**Run 1: cell outlines without signal wires**

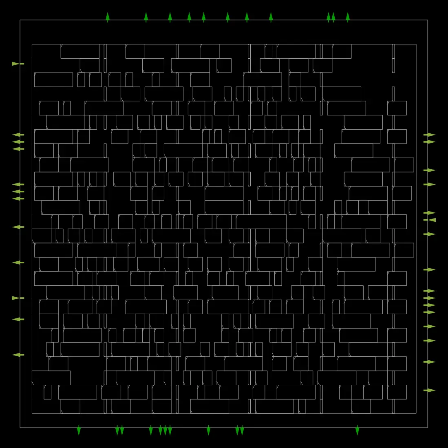
**Run 1: wiring heat map**

The die is cut into 16 by 16 equal tiles; black is low, pale yellow is high, scaled to the fullest tile. Values are wire area over tile area, all layers added.
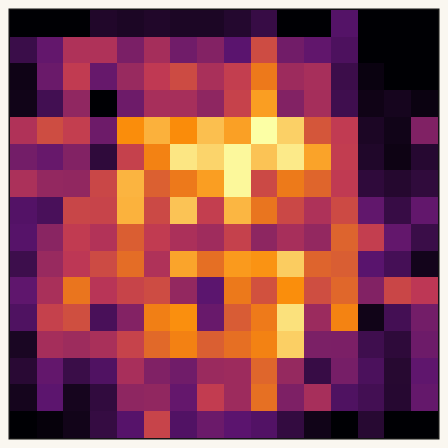
**Run 1: met3 routing**

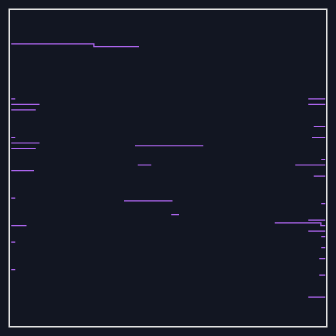
## config.mk

```make
export PLATFORM = sky130hd
export DESIGN_NAME = vga_timing_gen
export DESIGN_NICKNAME = d
export VERILOG_FILES = /design/src/rtl/vga_timing_gen.sv
export SDC_FILE = /design/constraint.sdc
export NUM_CORES = 1
export LEC_CHECK = 0
export CELL_PAD_IN_SITES_DETAIL_PLACEMENT = 1
export CELL_PAD_IN_SITES_GLOBAL_PLACEMENT = 1
export CORE_MARGIN = 2
export CORE_UTILIZATION = 38
export CTS_BUF_LIST = sky130_fd_sc_hd__clkbuf_4
export DETAILED_ROUTE_END_ITERATION = 16
export PLACE_DENSITY_LB_ADDON = 0.15
export SLEW_MARGIN = 10
export SYNTH_ARGS = -nofsm -noshare
export SYNTH_HDL_FRONTEND = slang
export SYNTH_SLANG_ARGS = --single-unit
```

## constraint.sdc

```tcl
create_clock -name Clk -period 2.7 [get_ports Clk]
set_input_delay 0.405 -clock Clk [delete_from_list [all_inputs] [get_ports Clk]]
set_output_delay 0.405 -clock Clk [all_outputs]
set_load 0.02 [all_outputs]
```

## src/rtl/vga_timing_gen.sv

```systemverilog
// rtl/vga_timing_gen.sv - parametrised VGA raster timing generator
// Pixel-rate prescaler, H/V raster counters, registered sync/active decode and line/frame strobes.
module vga_timing_gen #(
    parameter int   CLK_DIV  = 4,
    parameter int   CNT_W    = 10,
    parameter int   H_ACTIVE = 640,
    parameter int   H_FP     = 16,
    parameter int   H_SYNC   = 96,
    parameter int   H_BP     = 48,
    parameter int   V_ACTIVE = 480,
    parameter int   V_FP     = 10,
    parameter int   V_SYNC   = 2,
    parameter int   V_BP     = 33,
    parameter logic HS_POL   = 1'b0,
    parameter logic VS_POL   = 1'b0
) (
    input  logic             Clk,
    input  logic             vgaRst,
    input  logic             enable,
    output logic             pixelTick,
    output logic             vgaClock,
    output logic [CNT_W-1:0] hCount,
    output logic [CNT_W-1:0] vCount,
    output logic             hSync,
    output logic             vSync,
    output logic             active,
    output logic [CNT_W-1:0] xPos,
    output logic [CNT_W-1:0] yPos,
    output logic             lineStart,
    output logic             frameStart
);

    localparam int H_TOTAL = H_ACTIVE + H_FP + H_SYNC + H_BP;
    localparam int V_TOTAL = V_ACTIVE + V_FP + V_SYNC + V_BP;
    localparam int H_SS    = H_ACTIVE + H_FP;
    localparam int H_SE    = H_SS + H_SYNC - 1;
    localparam int V_SS    = V_ACTIVE + V_FP;
    localparam int V_SE    = V_SS + V_SYNC - 1;
    localparam int PW      = (CLK_DIV > 1) ? $clog2(CLK_DIV) : 1;

    generate
        if (CLK_DIV < 1 || H_TOTAL > (2 ** CNT_W) || V_TOTAL > (2 ** CNT_W)) begin : g_bad_params
            $error("vga_timing_gen: CLK_DIV < 1 or raster totals do not fit in CNT_W bits");
        end
    endgenerate

    logic [PW-1:0]    presc;
    logic [PW-1:0]    presc_next;
    logic [CNT_W-1:0] h_next;
    logic [CNT_W-1:0] v_next;
    logic             tick_now;
    logic             adv;
    logic             h_wrap;
    logic             v_wrap;
    logic             hs_n;
    logic             vs_n;
    logic             act_n;
    logic             vclk_n;
    logic             line_q;
    logic             frame_q;

    always_comb begin
        tick_now   = (presc == PW'(CLK_DIV - 1));
        adv        = enable & tick_now;
        h_wrap     = (hCount == CNT_W'(H_TOTAL - 1));
        v_wrap     = (vCount == CNT_W'(V_TOTAL - 1));
        presc_next = presc;
        h_next     = hCount;
        v_next     = vCount;
        if (enable) begin
            presc_next = tick_now ? '0 : presc + PW'(1);
        end
        if (adv) begin
            if (h_wrap) begin
                h_next = '0;
                v_next = v_wrap ? '0 : vCount + CNT_W'(1);
            end else begin
                h_next = hCount + CNT_W'(1);
            end
        end
        // Decode from the next counts so the registered flags line up with the counters.
        hs_n   = (h_next >= CNT_W'(H_SS) && h_next <= CNT_W'(H_SE)) ? HS_POL : ~HS_POL;
        vs_n   = (v_next >= CNT_W'(V_SS) && v_next <= CNT_W'(V_SE)) ? VS_POL : ~VS_POL;
        act_n  = (h_next < CNT_W'(H_ACTIVE)) && (v_next < CNT_W'(V_ACTIVE));
        vclk_n = (CLK_DIV > 1) && (presc_next >= PW'(CLK_DIV / 2));
    end

    always_ff @(posedge Clk) begin
        if (vgaRst) begin
            presc    <= '0;
            hCount   <= '0;
            vCount   <= '0;
            hSync    <= ~HS_POL;
            vSync    <= ~VS_POL;
            active   <= 1'b1;
            xPos     <= '0;
            yPos     <= '0;
            vgaClock <= 1'b0;
            line_q   <= 1'b0;
            frame_q  <= 1'b0;
        end else begin
            presc    <= presc_next;
            hCount   <= h_next;
            vCount   <= v_next;
            hSync    <= hs_n;
            vSync    <= vs_n;
            active   <= act_n;
            xPos     <= act_n ? h_next : '0;
            yPos     <= act_n ? v_next : '0;
            vgaClock <= vclk_n;
            line_q   <= adv & h_wrap;
            frame_q  <= adv & h_wrap & v_wrap;
        end
    end

    assign pixelTick  = enable & ~vgaRst & tick_now;
    assign lineStart  = enable & line_q;
    assign frameStart = enable & frame_q;

endmodule

```

==> results_slide.txt, run 1 <==
Physical Implementation Snapshot

STA
  – Worst Clk Skew: 13.8 ps
  – Fin Setup TNS: 0 ps
  – Final worst slack: 124 ps
  – FMAX: 0.388 GHz
  – Period utilization: ~95%
  – Setup-failing EPs final: 0
  – RSZ-0062 raised after global routing: false
  – Final Hold Viols: 0
  – Hold slack: ~550 ps
  – Slew Viols, Final: 0

Placed design
  – Post-Place Cell Area: 0.00279 mm^2
  – Gpl congestion: 0.865
  – DP Wirelength: 4220 um
  – Placed cells: 357
  – Buffers on Ports: 49
  – Dpl ws: roughly 5.7 ps

Logic synthesis
  – Yosys warnings: 0
  – Async S/R FF share, synth: 0%
  – Synth Seq Share: 46.1%
  – Distinct lib cells: approximately 50
  – Flops out of synthesis: ~48
  – Yosys xor share: 3.78%
  – Most used flip-flop cell: dfxtp_1
  – Mux share: 1.92%
  – Simple share: between 30% and 40%
  – Avg Cell Area, Syn: roughly 9.4 um^2
  – Adder-cell share of the synthesized area: 2.40%
  – And-or/or-and share of the synthesized area: 10.2%
  – Logic family by area: simple AND/OR/NAND/NOR gates
  – Chip Area, Yosys: about 0.0021 mm^2

Clock tree
  – CTS sink count: 48
  – Clk Tree Root Cell: clkbuf_4
  – Post-CTS Setup Inserts: 0
  – Hold_buf cts: 0
  – CTS H-tree lvls: 2
  – Post-CTS Resized: 0
  – CTS clk-pin slew, worst paths: 140 ps
  – Insertion Delay late pin: 350 ps
  – Clock Tree Buf Depth: 2
  – CTS tree: built
  – TritonCTS Buffers: 5

Pwr
  – Clock power share: between 20% and 30%
  – Worst vdd ir: 220 uV
  – Combinational power: 0.0000661 W
  – Top power group: registers
  – Tot Pwr: around 0.0011 W
  – Net Sw Frac: 23.6%
  – Clock net power: between 0.0003 and 0.0004 W
  – Flop+latch power: 0.000721 W
  – Power per cell area: 392 mW/mm^2
  – LEAKAGE: between 1 and 1.5 nW

Worst setup path
  – R2R Setup Slk: 120 ps
  – Slowest cell on crit path: or4_4
  – CP bufs+invs: 1
  – Worst setup path endpoint: active
  – R2r startpoint: hCount[1]
  – Worst R2R Path Depth: 8
  – Worst-path maximum fanout: 6
  – Arr. time, crit path: 2830 ps
  – CP top delay family: simple AND/OR/NAND/NOR gates
  – Crit. End Element: flip-flop
  – Crit Path Class: reg2reg
  – Worst-path cell chain: ha_1 -> nand4_1 -> or4_4 -> nor4_2 -> o221ai_2 -> o221ai_4 -> buf_4 -> nand2b_1
  – Slowest cell delay on critical path: 580 ps
  – Worst EP required: 2950 ps
  – Worst R2R End: active

Drt
  – Routed length per instance: around 15 um
  – Top Metal Used: met4
  – Drt first pass iters: 4
  – Antenna viol nets, final: 0
  – WL met3: 154 um
  – Avg Vias per Cell: 5.04
  – Met1 wire length: between 2000 and 3000 um
  – DRC errors left: 0

Flow run
  – Total of max-cap violations: 0

Global route
  – Global-route wire length before repair: around 9400 um
  – Initial antenna violation count: 0
  – Vias in the first global route: 1,847
  – Overflow after GRT: 0
  – GRT busiest layer: met2
  – Met1 Track Usage GR: 28.8%
  – GRT Util Overall: 19.5%
  – Largest net degree at the start of global routing: 29

Floorplan
  – Die area: a little over 0.006 mm^2
  – Die Span Y: slightly below 80 um
  – Tap cells: 70
  – Die Wd: 78.1 um
  – I/O pin total: 50
  – Floorplan core area: 0.00520 mm^2
  – Fp util: 40.1%

Hold path
  – Hold Crit Endpoint: presc[1]
  – Hold Crit Start: presc[1]
  – Hold path depth: 2
  – Worst min-delay path class: reg2reg

Final layout
  – Finished Layout Cells: 364
  – Dominant class by area: multi-input combinational cells
  – Dominant logic cell type in the layout: clkdlybuf4s50_1
  – Storage cell area: 961 um^2
  – Multi-input gates: roughly 170
  – N_diodes: 0
  – Comb/total area: between 30% and 40%
  – Synthesis-to-layout area growth: 36.0%
  – Seq cells: 48
  – Bufs w/o clock: 72
  – Final net count: 301
  – Inverters: 2
  – Sequential cell area share: 33.9%
  – Share of cells above drive strength 1: 17.7%
  – Top cells excl fill/tap: 49 x clkdlybuf4s50_1, 48 x dfxtp_1, 42 x nor2_1
  – Final instance area: approximately 0.0028 mm^2
  – Clock buffer cells: 6

Outcome
  – Status: completed
## Picture notes: 'cell outlines without signal wires'
fin util: 54.5%
# fillers: 611
Site Rows: 26

## Picture notes: 'wiring heat map'
densest ninth of the die = center
nearly empty tiles = 7.4%
mean over tiles = 0.14
fullest tile = 0.36
tiles over half the peak = 36%
emptiest ninth of the die = upper right

## Picture notes: 'met3 routing'
share of all routed wire = 2.8%
longest straight run = 20.2 um
main direction = horizontal
nets with wire on the layer = 29
wire length on this layer = 155 um
Vias: 1,834
GR Util met3: 3.45%
routed wire length: 5560 um

run 1: sequential cells by signal, indices dropped and copies added, names as in the netlist:
name      count
hCount       10
vCount       10
xPos         10
yPos         10
presc         2
active        1
frame_q       1
hSync         1
line_q        1
vSync         1
vgaClock      1
run 1: cells in the mapped netlist, types with 3 or more instances:
cell       n  area share (%)
a21oi_1    5             1.2
and2_1     5             1.5
and4_1     6             2.5
clkbuf_1   4            0.72
dfxtp_1   48              46
ha_1       4             2.4
mux2i_1    4             1.9
nand2_1   20             3.6
nand3_1    4            0.96
nand4_1    7             2.1
nor2_1    42             7.6
nor2_2     9             2.7
nor3_1     6             1.4
nor3b_1    3             1.1
nor4_1     3            0.90
o21ai_0    3            0.72
xor2_1     7             2.9
**Run 1: register map, names as in the netlist**

Other sequential cells in the stronger gray, the rest of the logic in the fainter gray.
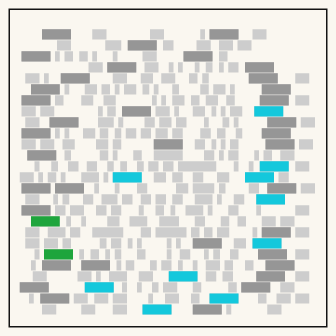

==> run 1 -> run 2 <==
--- a/config.mk
+++ b/config.mk
@@ -8,9 +8,12 @@
 export CELL_PAD_IN_SITES_DETAIL_PLACEMENT = 1
 export CELL_PAD_IN_SITES_GLOBAL_PLACEMENT = 1
 export CORE_MARGIN = 2
-export CORE_UTILIZATION = 38
+export CORE_UTILIZATION = 40
 export CTS_BUF_LIST = sky130_fd_sc_hd__clkbuf_4
+export CTS_CLUSTER_SIZE = 24
 export DETAILED_ROUTE_END_ITERATION = 16
+export DONT_BUFFER_PORTS = 1
+export MAX_ROUTING_LAYER = met4
 export PLACE_DENSITY_LB_ADDON = 0.15
 export SLEW_MARGIN = 10
 export SYNTH_ARGS = -nofsm -noshare
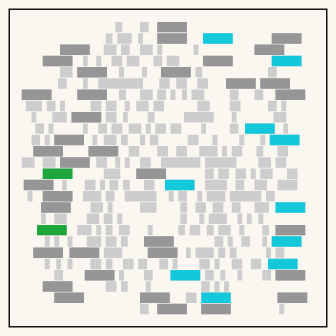
**Above:** run 2 (register map, names as in the netlist).
Other sequential cells in the stronger gray, the rest of the logic in the fainter gray.
cyan -> vCount  # flops 10
green -> presc  # flops 2

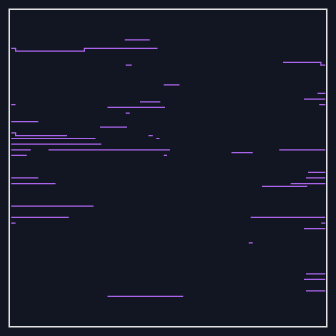
**Above:** run 2 (met3 routing).
share of all routed wire = 6.2%
longest straight run = 29.0 um
nets with wire on the layer = 32
wire length on this layer = 338 um
GR Util met3: 6.16%
routed wire length: 5450 um
Vias: 1,709

==> run 2 against run 1 <==
- sequential power grew 0.8%
- first-iteration DRC count shrank 37%
- maximum frequency grew 1.8%
- register-to-register slack gained 50 ps
- count of clock-buffer cells in the layout is the same
- sequential share of layout area grew 6.2 points
- hold slack lost 450 ps
- utilization shrank 7.3 points
- synthesized cell count is the same
==> results_slide.txt, run 2 <==
Physical Implementation Snapshot

Outcome
  – Status: completed

Placed design
  – Placed cells: 309 (-13%)
  – DP Wirelength: 4100 um (-2.9%)
  – Post-Place Cell Area: 0.00230 mm^2 (-17%)
  – Buffers on Ports: 0 (-100%)
  – Dpl ws: 99.7 ps (+94.0 ps)
  – Gpl congestion: 0.819 (-5.4%)

Worst setup path
  – Crit Path Class: reg2reg
  – Arr. time, crit path: 2790 ps (-40 ps)
  – CP bufs+invs: 1 (unchanged)
  – Slowest cell delay on critical path: 660 ps (+80 ps)
  – R2r startpoint: hCount[7]
  – Worst EP required: 2960 ps (about the same)
  – Worst setup path endpoint: xPos[9]
  – Crit. End Element: flip-flop
  – Crit. Startpoint: hCount[7]
  – CP top delay family: simple AND/OR/NAND/NOR gates
  – Worst-path cell chain: or3_4 -> or4_4 -> nor4_4 -> o221ai_2 -> o221ai_4 -> buf_4 -> nor2_1
  – Worst R2R End: xPos[9]
  – R2R Setup Slk: 170 ps (+50 ps)
  – Worst R2R Path Depth: 7 (-1)
  – Worst-path maximum fanout: 12 (+6)

Global route
  – GRT busiest layer: met2
  – Vias in the first global route: 1,843 (-0.22%)
  – Met1 Track Usage GR: 20.7% (-8.1 points)
  – Global-route wire length before repair: 9190 um (-2.6%)
  – GRT Util Overall: 20.3% (+0.74 points)
  – Initial antenna violation count: 0 (unchanged)

Clock tree
  – Insertion Delay late pin: 360 ps (about the same)
  – CTS tree: built
  – TritonCTS Buffers: 5 (unchanged)
  – Clk Tree Root Cell: clkbuf_4
  – Hold_buf cts: 0 (unchanged)
  – CTS clk-pin slew, worst paths: 130 ps (about the same)
  – Clock Tree Buf Depth: 2 (unchanged)
  – Post-CTS Setup Inserts: 0 (unchanged)
  – CTS H-tree lvls: 2 (unchanged)
  – CTS sink count: 48 (unchanged)

STA
  – Period utilization: 93.7% (-1.7 points)
  – Fin Setup TNS: 0 ps (unchanged)
  – Hold slack: 104 ps (-446 ps)
  – Final worst slack: 170 ps (+46.0 ps)
  – Final Hold Viols: 0 (unchanged)
  – Setup-failing EPs final: 0 (unchanged)
  – Slew Viols, Final: 0 (unchanged)
  – Worst Clk Skew: 5.20 ps (-8.65 ps)
  – RSZ-0062 raised after global routing: false

Final layout
  – Finished Layout Cells: 317 (-13%)
  – Final net count: 253 (-16%)
  – Fin util: 47.2% (-7.3 points)
  – N_diodes: 0 (unchanged)
  – Share of cells above drive strength 1: 22.3% (+4.6 points)
  – Top cells excl fill/tap: 48 x dfxtp_1, 42 x nor2_1, 24 x buf_4
  – Synthesis-to-layout area growth: 14.9%
  – Final instance area: 0.00240 mm^2 (-15%)

Hold path
  – Hold Crit Endpoint: vCount[9]
  – Worst min-delay path class: in2reg
  – Hold path depth: 1 (-1)
  – Hold Crit Start: vgaRst

Logic synthesis
  – Synth top cells by count: 48 x dfxtp_1, 42 x nor2_1, 20 x nand2_1
  – Chip Area, Yosys: 0.00209 mm^2 (unchanged)
  – Most common cell in the synthesized netlist: dfxtp_1
  – Top area cell types: dfxtp_1 46%, nor2_1 7.6%, nand2_1 3.6%
  – Yosys top cell area share: 46.1% (unchanged)
  – Yosys warnings: 0 (unchanged)
  – Leading area contributor after synthesis: dfxtp_1
  – Distinct lib cells: 50 (unchanged)
  – Synth Seq Share: 46.1% (unchanged)
  – Most used flip-flop cell: dfxtp_1

Drt
  – Met1 wire length: 2160 um (-24%)
  – Routed length per instance: 17.2 um (+13%)
  – Avg Vias per Cell: 5.39 (+7.0%)
  – DRC errors left: 0 (unchanged)
  – Drt first pass iters: 4 (unchanged)
  – Antenna viol nets, final: 0 (unchanged)

Floorplan
  – Die area: 0.00581 mm^2 (-4.7%)
  – Site Rows: 26 (unchanged)
  – I/O pin total: 50 (unchanged)
  – Die Span Y: 76.2 um (-2.4%)
  – Floorplan core area: 0.00507 mm^2 (-2.5%)
  – Die Wd: 76.2 um (-2.4%)
  – Fp util: 41.1% (+1.0 points)

Pwr
  – LEAKAGE: 0.916 nW (-14%)
  – Worst vdd ir: 253 uV (+15%)
  – Power per cell area: 494 mW/mm^2 (+26%)
  – Tot Pwr: 0.00119 W (+6.6%)

Flow run
  – Total of max-cap violations: 0 (unchanged)
## run 2: logic make-up (layout without fill, tap and decap cells)
family / Yosys count / in the layout / synth area share (%)
simple gates: 122 / 122 / 32.7
flops: 48 / 48 / 46.1
compound gates: 25 / 25 / 10.2
buf+inv: 10 / 34 / 2.76
xor+xnor: 9 / 9 / 3.78
fa+ha+maj: 4 / 4 / 2.40
mux: 4 / 4 / 1.92
other cells: 1 / 1 / 0.180
## run 2: layout make-up
type,count,area [um^2]
fillers,611,2680
multi-input cells,165,1080
flip-flops and latches,48,961
repair buffers,24,180
well taps,70,87.6
clock buffers,6,45.0
clock inverters,2,35.0
inverters,2,7.51
## run 2: power breakdown
part	internal (W)	total [W]	switching (W)
logic	0.0000140	0.0000353	0.0000214
registers	0.000716	0.000727	0.0000112
clock network	0.000204	0.000423	0.000219
==> run 2 -> run 3 <==
--- a/config.mk
+++ b/config.mk
@@ -15,7 +15,7 @@
 export DONT_BUFFER_PORTS = 1
 export MAX_ROUTING_LAYER = met4
 export PLACE_DENSITY_LB_ADDON = 0.15
-export SLEW_MARGIN = 10
+export SLEW_MARGIN = 0
 export SYNTH_ARGS = -nofsm -noshare
 export SYNTH_HDL_FRONTEND = slang
 export SYNTH_SLANG_ARGS = --single-unit
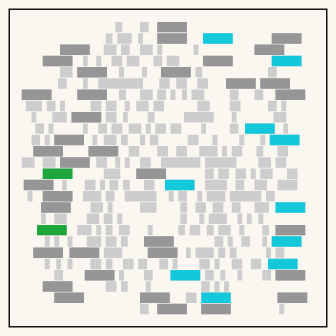
**Above:** run 3 (register map, names as in the netlist).
Other sequential cells in the stronger gray, the rest of the logic in the fainter gray.
Flop+latch power: 0.000727 W
sequential cell area share: 40.1%
Storage cell area: 961 um^2
fin util: 47.2%

==> run 3 against run 2 <==
- global-route usage unchanged
- hold slack stayed put
- highest routed layer unchanged
- critical path type unchanged
- sequential power is essentially flat
- first-iteration DRC count unchanged
- final cell count stayed put
- utilization unchanged
- sequential share of layout area unchanged
==> results_slide.txt, run 3 <==
Physical Implementation Snapshot

Floorplan
  – Tap cells: 70 (unchanged)
  – Die Wd: 76.2 um (unchanged)
  – Die Span Y: 76.2 um (unchanged)
  – Fp util: 41.1% (unchanged)
  – Floorplan core area: 0.00507 mm^2 (unchanged)
  – Site Rows: 26 (unchanged)
  – I/O pin total: 50 (unchanged)

STA
  – Final Hold Viols: 0 (unchanged)
  – Worst Clk Skew: 5.20 ps (unchanged)
  – Slew Viols, Final: 0 (unchanged)
  – Fin Setup TNS: 0 ps (unchanged)
  – Hold slack: 104 ps (unchanged)
  – Setup-failing EPs final: 0 (unchanged)
  – Final worst slack: 170 ps (unchanged)

Final layout
  – Finished Layout Cells: 317 (unchanged)
  – Non-clk buf share: 7.52% (unchanged)
  – Clock buf/inv share: 3.34% (unchanged)
  – Bufs w/o clock: 24 (unchanged)
  – Share of cells above drive strength 1: 22.3% (unchanged)
  – Dominant class by area: multi-input combinational cells
  – Final instance area: 0.00240 mm^2 (unchanged)
  – N_diodes: 0 (unchanged)
  – Comb/total area: 45.1% (unchanged)
  – Clock buffer cells: 6 (unchanged)
  – Inverters: 2 (unchanged)
  – Multi-input gates: 165 (unchanged)
  – Seq cells: 48 (unchanged)
  – Comb gate area: 0.00108 mm^2 (unchanged)
  – # fillers: 611 (unchanged)
  – Final net count: 253 (unchanged)

Global route
  – GRT Util Overall: 20.3% (unchanged)
  – Vias in the first global route: 1,843 (unchanged)
  – Met1 Track Usage GR: 20.7% (unchanged)
  – Global-route wire length before repair: 9190 um (unchanged)
  – GRT busiest layer: met2

Worst setup path
  – CP bufs+invs: 1 (unchanged)
  – Worst-path cell chain: or3_4 -> or4_4 -> nor4_4 -> o221ai_2 -> o221ai_4 -> buf_4 -> nor2_1
  – R2R Setup Slk: 170 ps (about the same)
  – Worst EP required: 2960 ps (about the same)
  – Crit Path Class: reg2reg
  – Arr. time, crit path: 2790 ps (about the same)
  – Worst-path maximum fanout: 12 (unchanged)
  – R2r startpoint: hCount[7]
  – Crit. End Element: flip-flop
  – Crit. Startpoint: hCount[7]
  – CP top delay family: simple AND/OR/NAND/NOR gates
  – Worst R2R Path Depth: 7 (unchanged)

Drt
  – Drt first pass iters: 4 (unchanged)
  – Routed length per instance: 17.2 um (unchanged)
  – DRC errors left: 0 (unchanged)
  – Routed wire length: 5450 um (unchanged)
  – Met1 wire length: 2160 um (unchanged)
  – Vias: 1,709 (unchanged)
  – Antenna viol nets, final: 0 (unchanged)

Hold path
  – Hold path depth: 1 (unchanged)
  – Worst min-delay path class: in2reg
  – Hold Crit Start: vgaRst

Placed design
  – Buffers on Ports: 0 (unchanged)
  – Post-Place Cell Area: 0.00230 mm^2 (unchanged)
  – DP Wirelength: 4100 um (unchanged)
  – Gpl congestion: 0.819 (unchanged)
  – Placed cells: 309 (unchanged)
  – Dpl ws: 99.7 ps (unchanged)

Logic synthesis
  – Synth top cells by count: 48 x dfxtp_1, 42 x nor2_1, 20 x nand2_1
  – Synth Seq Share: 46.1% (unchanged)
  – Yosys warnings: 0 (unchanged)
  – Simple share: 32.7% (unchanged)
  – Yosys xor share: 3.78% (unchanged)
  – Logic family by area: simple AND/OR/NAND/NOR gates
  – Chip Area, Yosys: 0.00209 mm^2 (unchanged)
  – Distinct lib cells: 50 (unchanged)
  – Leading area contributor after synthesis: dfxtp_1
  – Yosys top cell area share: 46.1% (unchanged)
  – Mux share: 1.92% (unchanged)
  – Most used flip-flop cell: dfxtp_1
  – Adder-cell share of the synthesized area: 2.40% (unchanged)

Outcome
  – Status: completed

Clock tree
  – TritonCTS Buffers: 5 (unchanged)
  – CTS clk-pin slew, worst paths: 130 ps (about the same)
  – CTS H-tree lvls: 2 (unchanged)
  – Clock Tree Buf Depth: 2 (unchanged)
  – Insertion Delay late pin: 360 ps (about the same)
  – Post-CTS Setup Inserts: 0 (unchanged)
  – CTS tree: built
  – Hold_buf cts: 0 (unchanged)

Pwr
  – Clock power share: 35.7% (about the same)
  – Psw: 0.000251 W (unchanged)
  – Worst vdd ir: 253 uV (unchanged)
  – Net Sw Frac: 21.2% (unchanged)
  – LEAKAGE: 0.916 nW (unchanged)
  – Power per cell area: 494 mW/mm^2 (unchanged)
  – Sequential power share: 61.3% (about the same)
  – Comb pwr share: 3.0% (about the same)
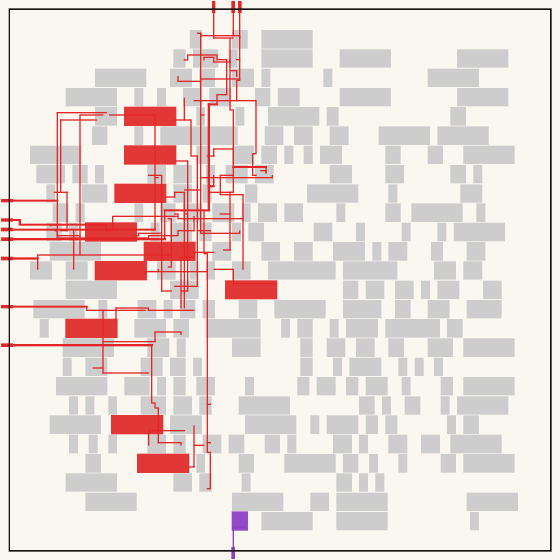
**Above:** run 3 (nets reached from selected ports).
red -> hCount  # direction output, end cells 10, buffers 10, wire 757 um
purple -> frameStart  # direction output, end cells 1, buffers 0, wire 4.70 um

==> run 3: cell counts in the layout (fill, tap and decap cells not counted) <==
No cell type changed its count.
==> run 3: power by group through the flow <==
stage / clock network (W) / logic (W) / registers [W]
after floorplan: 0 / 0.0000337 / 0.000741
after global placement: 0 / 0.0000342 / 0.000742
after detailed placement: 0 / 0.0000360 / 0.000743
after CTS: 0.000439 / 0.0000362 / 0.000727
after global routing: 0.000474 / 0.0000394 / 0.000728
final: 0.000423 / 0.0000353 / 0.000727
==> run 3: how the worst max path moves through the flow <==
stage          slack, ps  cells after the start  endpoint
6_report             170                      7   xPos[9]
5_1_grt               60                      7   xPos[9]
4_1_cts               80                      8   xPos[9]
3_5_place_dp         100                      8   xPos[9]
3_3_place_gp         230                      8   xPos[9]
2_1_floorplan        110                      9   yPos[1]
Power is estimated from default activity; no workload was simulated.
